File: config.mk
export PLATFORM = sky130hd
export DESIGN_NAME = intersection_ctrl
export DESIGN_NICKNAME = d
export VERILOG_FILES = /design/src/rtl/traffic_pkg.sv /design/src/rtl/intersection_ctrl_phase_timer.sv /design/src/rtl/intersection_ctrl.sv
export SDC_FILE = /design/constraint.sdc
export NUM_CORES = 1
export LEC_CHECK = 0
export CAP_MARGIN = 20
export CORE_AREA = 2 2 70 72
export DETAILED_ROUTE_END_ITERATION = 6
export DIE_AREA = 0 0 72 74
export PLACE_DENSITY = 0.61
export RECOVER_POWER = 25
export SYNTH_ARGS = -nofsm -noshare
export SYNTH_HDL_FRONTEND = slang
export SYNTH_HIERARCHICAL = 1
export SYNTH_SLANG_ARGS = --single-unit
File: constraint.sdc
create_clock -name clk -period 4.1 [get_ports clk]
set_input_delay 0.615 -clock clk [delete_from_list [all_inputs] [get_ports clk]]
set_output_delay 0.615 -clock clk [all_outputs]
set_load 0.02 [all_outputs]
File: src/rtl/traffic_pkg.sv
`default_nettype none
// ============================================================================
//  Module      : traffic_pkg
//  Description : Shared encodings and defaults for the two-approach
//                intersection controller: 3-bit state codes, approach
//                direction constants and default phase durations.
//  Revision    : 1.0  initial release
// ============================================================================
package traffic_pkg;

    // State codes, also presented on the debug phase output
    localparam logic [2:0] PH_GRN   = 3'd0;
    localparam logic [2:0] PH_YEL   = 3'd1;
    localparam logic [2:0] PH_CLR   = 3'd2;
    localparam logic [2:0] PH_PED   = 3'd3;
    localparam logic [2:0] PH_FLASH = 3'd4;

    typedef enum logic [2:0] {
        ST_GRN   = PH_GRN,
        ST_YEL   = PH_YEL,
        ST_CLR   = PH_CLR,
        ST_PED   = PH_PED,
        ST_FLASH = PH_FLASH
    } state_t;

    // Approach served next or currently
    localparam logic DIR_A = 1'b0;
    localparam logic DIR_B = 1'b1;

    // Default durations in ticks
    localparam int DEF_CNT_W      = 6;
    localparam int DEF_GREEN_DUR  = 10;
    localparam int DEF_YELLOW_DUR = 3;
    localparam int DEF_CLR_DUR    = 1;
    localparam int DEF_PED_DUR    = 6;

endpackage
`default_nettype wire

File: src/rtl/intersection_ctrl_phase_timer.sv
`default_nettype none
// ============================================================================
//  Module      : phase_timer
//  Description : Tick-enabled phase counter shared by all phases. Counts
//                ticks since the last clear, flags expiry on the tick where
//                the count reaches dur-1 and reports the ticks remaining.
//  Ports       : clk, rst (async, active-high), tick (timebase enable),
//                clear (restart at 0), dur (phase length, 1..2^CNT_W),
//                expire (tick && cnt == dur-1), remain (dur-1-cnt)
//  Revision    : 1.0  initial release
// ============================================================================
module phase_timer #(
    parameter int CNT_W = 6
) (
    input  logic             clk,
    input  logic             rst,
    input  logic             tick,
    input  logic             clear,
    input  logic [CNT_W:0]   dur,
    output logic             expire,
    output logic [CNT_W-1:0] remain
);

    logic [CNT_W-1:0] cnt;
    logic [CNT_W:0]   last;

    // dur is one bit wider than cnt so that a full 2^CNT_W phase fits;
    // the wide compare keeps the top bit meaningful.
    assign last   = dur - 1'b1;
    assign expire = tick && ({1'b0, cnt} == last);
    assign remain = last[CNT_W-1:0] - cnt;

    always_ff @(posedge clk or posedge rst) begin
        if (rst) begin
            cnt <= '0;
        end else if (clear) begin
            cnt <= '0;
        end else if (tick) begin
            cnt <= cnt + 1'b1;
        end
    end

endmodule
`default_nettype wire

File: src/rtl/intersection_ctrl.sv
`default_nettype none
// ============================================================================
//  Module      : intersection_ctrl
//  Description : Two-approach intersection controller. Cycles the main (A)
//                and side (B) approaches through green, yellow and all-red
//                clearance, inserts pedestrian walk phases on request and
//                offers a night flash mode entered from clearance.
//  Ports       : clk, rst (async, active-high), tick (timebase enable),
//                ped_req[1:0] (crossing requests), flash_mode (night mode),
//                a_red/a_yel/a_grn, b_red/b_yel/b_grn (lamps),
//                walk[1:0] (walk lamps), remain (ticks left in phase),
//                phase (state code, debug)
//  Revision    : 1.0  initial release
// ============================================================================
module intersection_ctrl
    import traffic_pkg::*;
#(
    parameter int CNT_W      = DEF_CNT_W,
    parameter int GREEN_DUR  = DEF_GREEN_DUR,
    parameter int YELLOW_DUR = DEF_YELLOW_DUR,
    parameter int CLR_DUR    = DEF_CLR_DUR,
    parameter int PED_DUR    = DEF_PED_DUR
) (
    input  logic             clk,
    input  logic             rst,
    input  logic             tick,
    input  logic [1:0]       ped_req,
    input  logic             flash_mode,
    output logic             a_red,
    output logic             a_yel,
    output logic             a_grn,
    output logic             b_red,
    output logic             b_yel,
    output logic             b_grn,
    output logic [1:0]       walk,
    output logic [CNT_W-1:0] remain,
    output logic [2:0]       phase
);

    localparam logic [CNT_W:0] GRN_D = (CNT_W+1)'(GREEN_DUR);
    localparam logic [CNT_W:0] YEL_D = (CNT_W+1)'(YELLOW_DUR);
    localparam logic [CNT_W:0] CLR_D = (CNT_W+1)'(CLR_DUR);
    localparam logic [CNT_W:0] PED_D = (CNT_W+1)'(PED_DUR);

    state_t           state;
    logic             dir;
    logic [1:0]       ped_pend;
    logic [1:0]       ped_serve;
    logic             flash_ph;

    logic [CNT_W:0]   cur_dur;
    logic             expire;
    logic             state_chg;
    logic [CNT_W-1:0] tmr_remain;

    // Duration of the phase currently running; FLASH ignores the timer.
    always_comb begin
        cur_dur = CLR_D;
        case (state)
            ST_GRN:  cur_dur = GRN_D;
            ST_YEL:  cur_dur = YEL_D;
            ST_CLR:  cur_dur = CLR_D;
            ST_PED:  cur_dur = PED_D;
            default: cur_dur = CLR_D;
        endcase
    end

    // The counter restarts on exactly the cycles the FSM changes state.
    always_comb begin
        state_chg = 1'b1;
        case (state)
            ST_GRN, ST_YEL, ST_CLR, ST_PED: state_chg = expire;
            ST_FLASH:                       state_chg = tick && !flash_mode;
            default:                        state_chg = 1'b1;
        endcase
    end

    phase_timer #(
        .CNT_W (CNT_W)
    ) u_timer (
        .clk    (clk),
        .rst    (rst),
        .tick   (tick),
        .clear  (state_chg),
        .dur    (cur_dur),
        .expire (expire),
        .remain (tmr_remain)
    );

    always_ff @(posedge clk or posedge rst) begin
        if (rst) begin
            state     <= ST_CLR;
            dir       <= DIR_A;
            ped_pend  <= 2'b00;
            ped_serve <= 2'b00;
            flash_ph  <= 1'b0;
        end else begin
            // Requests accumulate every clock; PED entry below overrides.
            ped_pend <= ped_pend | ped_req;
            case (state)
                ST_GRN: begin
                    if (expire) state <= ST_YEL;
                end
                ST_YEL: begin
                    if (expire) begin
                        state <= ST_CLR;
                        dir   <= ~dir;
                    end
                end
                ST_CLR: begin
                    if (expire) begin
                        if (flash_mode) begin
                            state    <= ST_FLASH;
                            flash_ph <= 1'b1;
                        end else if ((ped_pend | ped_req) != 2'b00) begin
                            // Same-clock requests are served, not deferred
                            state     <= ST_PED;
                            ped_serve <= ped_pend | ped_req;
                            ped_pend  <= 2'b00;
                        end else begin
                            state <= ST_GRN;
                        end
                    end
                end
                ST_PED: begin
                    if (expire) begin
                        state     <= ST_CLR;
                        ped_serve <= 2'b00;
                    end
                end
                ST_FLASH: begin
                    if (tick) begin
                        if (!flash_mode) begin
                            state    <= ST_CLR;
                            dir      <= DIR_A;
                            flash_ph <= 1'b0;
                        end else begin
                            flash_ph <= ~flash_ph;
                        end
                    end
                end
                default: begin
                    state     <= ST_CLR;
                    dir       <= DIR_A;
                    ped_serve <= 2'b00;
                    flash_ph  <= 1'b0;
                end
            endcase
        end
    end

    // Lamp decode straight from registered state
    always_comb begin
        a_red  = 1'b1;
        a_yel  = 1'b0;
        a_grn  = 1'b0;
        b_red  = 1'b1;
        b_yel  = 1'b0;
        b_grn  = 1'b0;
        walk   = 2'b00;
        remain = tmr_remain;
        case (state)
            ST_GRN: begin
                if (dir == DIR_A) begin
                    a_red = 1'b0;
                    a_grn = 1'b1;
                end else begin
                    b_red = 1'b0;
                    b_grn = 1'b1;
                end
            end
            ST_YEL: begin
                if (dir == DIR_A) begin
                    a_red = 1'b0;
                    a_yel = 1'b1;
                end else begin
                    b_red = 1'b0;
                    b_yel = 1'b1;
                end
            end
            ST_PED: begin
                walk = ped_serve;
            end
            ST_FLASH: begin
                a_red  = 1'b0;
                a_yel  = flash_ph;
                b_red  = flash_ph;
                remain = '0;
            end
            default: begin
            end
        endcase
    end

    assign phase = state;

endmodule
`default_nettype wire
==> notes.md <==
Latest figures from synthesis and place and route.

The per-cell via count in the routed design is 4.70. After layout, the setup clock skew is reported as between 9 and 10 ps. The count of buffers not belonging to the clock network in the layout is 26. The uppermost metal layer occupied by signal nets is met4. The final non-filler cell area is 0.00166 mm². The launching point of the worst reg2reg path is phase[1]$_DFFE_PP1P_.

The run finished with clean final reports. The largest driver fanout on the critical path is 5. The cell class ranked first by area is multi-input combinational cells. 126 cells are multi-input combinational gates. The number of max-capacitance violations reported is 0. Of the total synthesized cell area, the portion taken by AND, OR, NAND and NOR gates is 0.306. Wires add up to between 2000 and 3000 µm.

The leftover overflow at the end of global routing is 0. The layout report gives the multi-input gate share of total cell area as 0.523. The length of the first detailed-routing pass in iterations is 4. In this run, the synthesized area fraction spent on AND-OR/OR-AND gates is recorded as 0.153. In the placement report, post-DP HPWL is listed as roughly 2200 µm. The standard cell core area is 0.00460 mm². Per the synthesis report, the adder-cell share of the synthesized area is 0.0819.

The main area contributors are dfrtp_1 (27%), ha_1 (6.7%), xnor2_1 (6.0%), nor2_1 (4.3%), nor2b_1 (4.3%). After synthesis, the mean cell area works out to 8.48 µm². The layout report gives the register share of total cell area as 0.227.
==> worst register-to-register path, cell delays in order (launching register included) <==
cell	delay [ps]
dfstp_2	560
or2_4	140
a21o_1	180
inv_1	60
ha_1	230
xor2_1	150
ha_1	360
nand4_1	130
nor4_2	220
buf_4	200
nor2b_4	200
and4bb_4	270
a221o_1	150
==> power breakdown <==
part           switching, W  leakage (nW)  total, W  internal [W]
sequential        0.0000368         0.177  0.000227      0.000191
clock             0.0000523        0.0255  0.000119     0.0000672
combinational      0.000446         0.530  0.000867      0.000421
==> state kept, by name, indices dropped and copies added, names as in the netlist <==
name,flops
phase,3
ped_pend,2
dir,1
u_timer/cnt,6
flash_ph,1
ped_serve,2
**PDN straps and rails**

Scale: 6 px per µm. Pins as bars on the die edge.
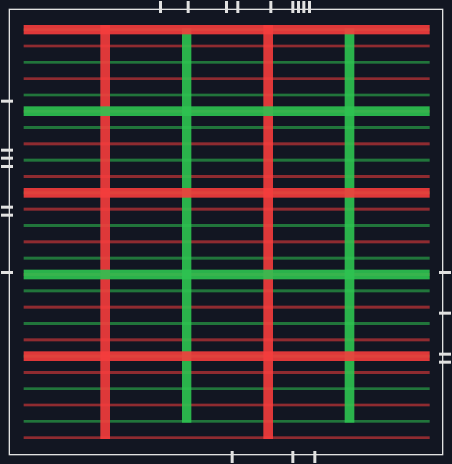
VDD: marked green. VSS: marked red.
23 signal pins sit on the boundary. 26 met1 rails follow the rows. 4 straps on met4. 5 straps on met5.

**Clock network drawn from the DEF**

Scale: 8 px per µm.
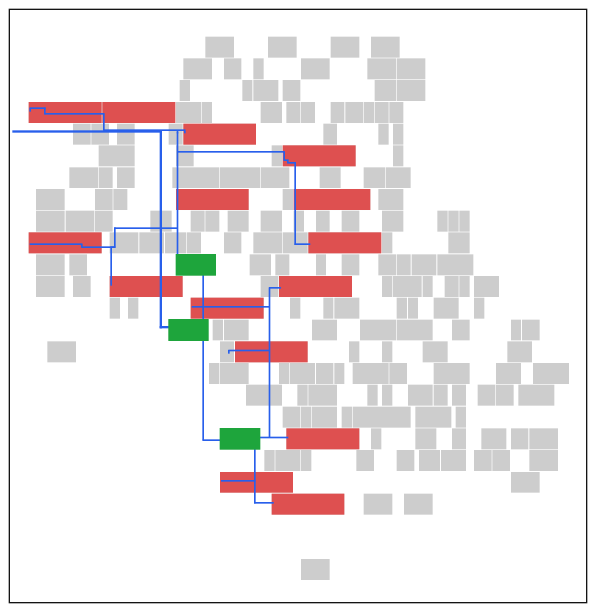
clock-net drivers: marked green, count 3. flip-flops: marked red, count 15. clock wires: marked blue, length 223 µm.
There are 4 routed clock nets.

Power figures rest on the tool's default switching activity, not on a simulated workload.
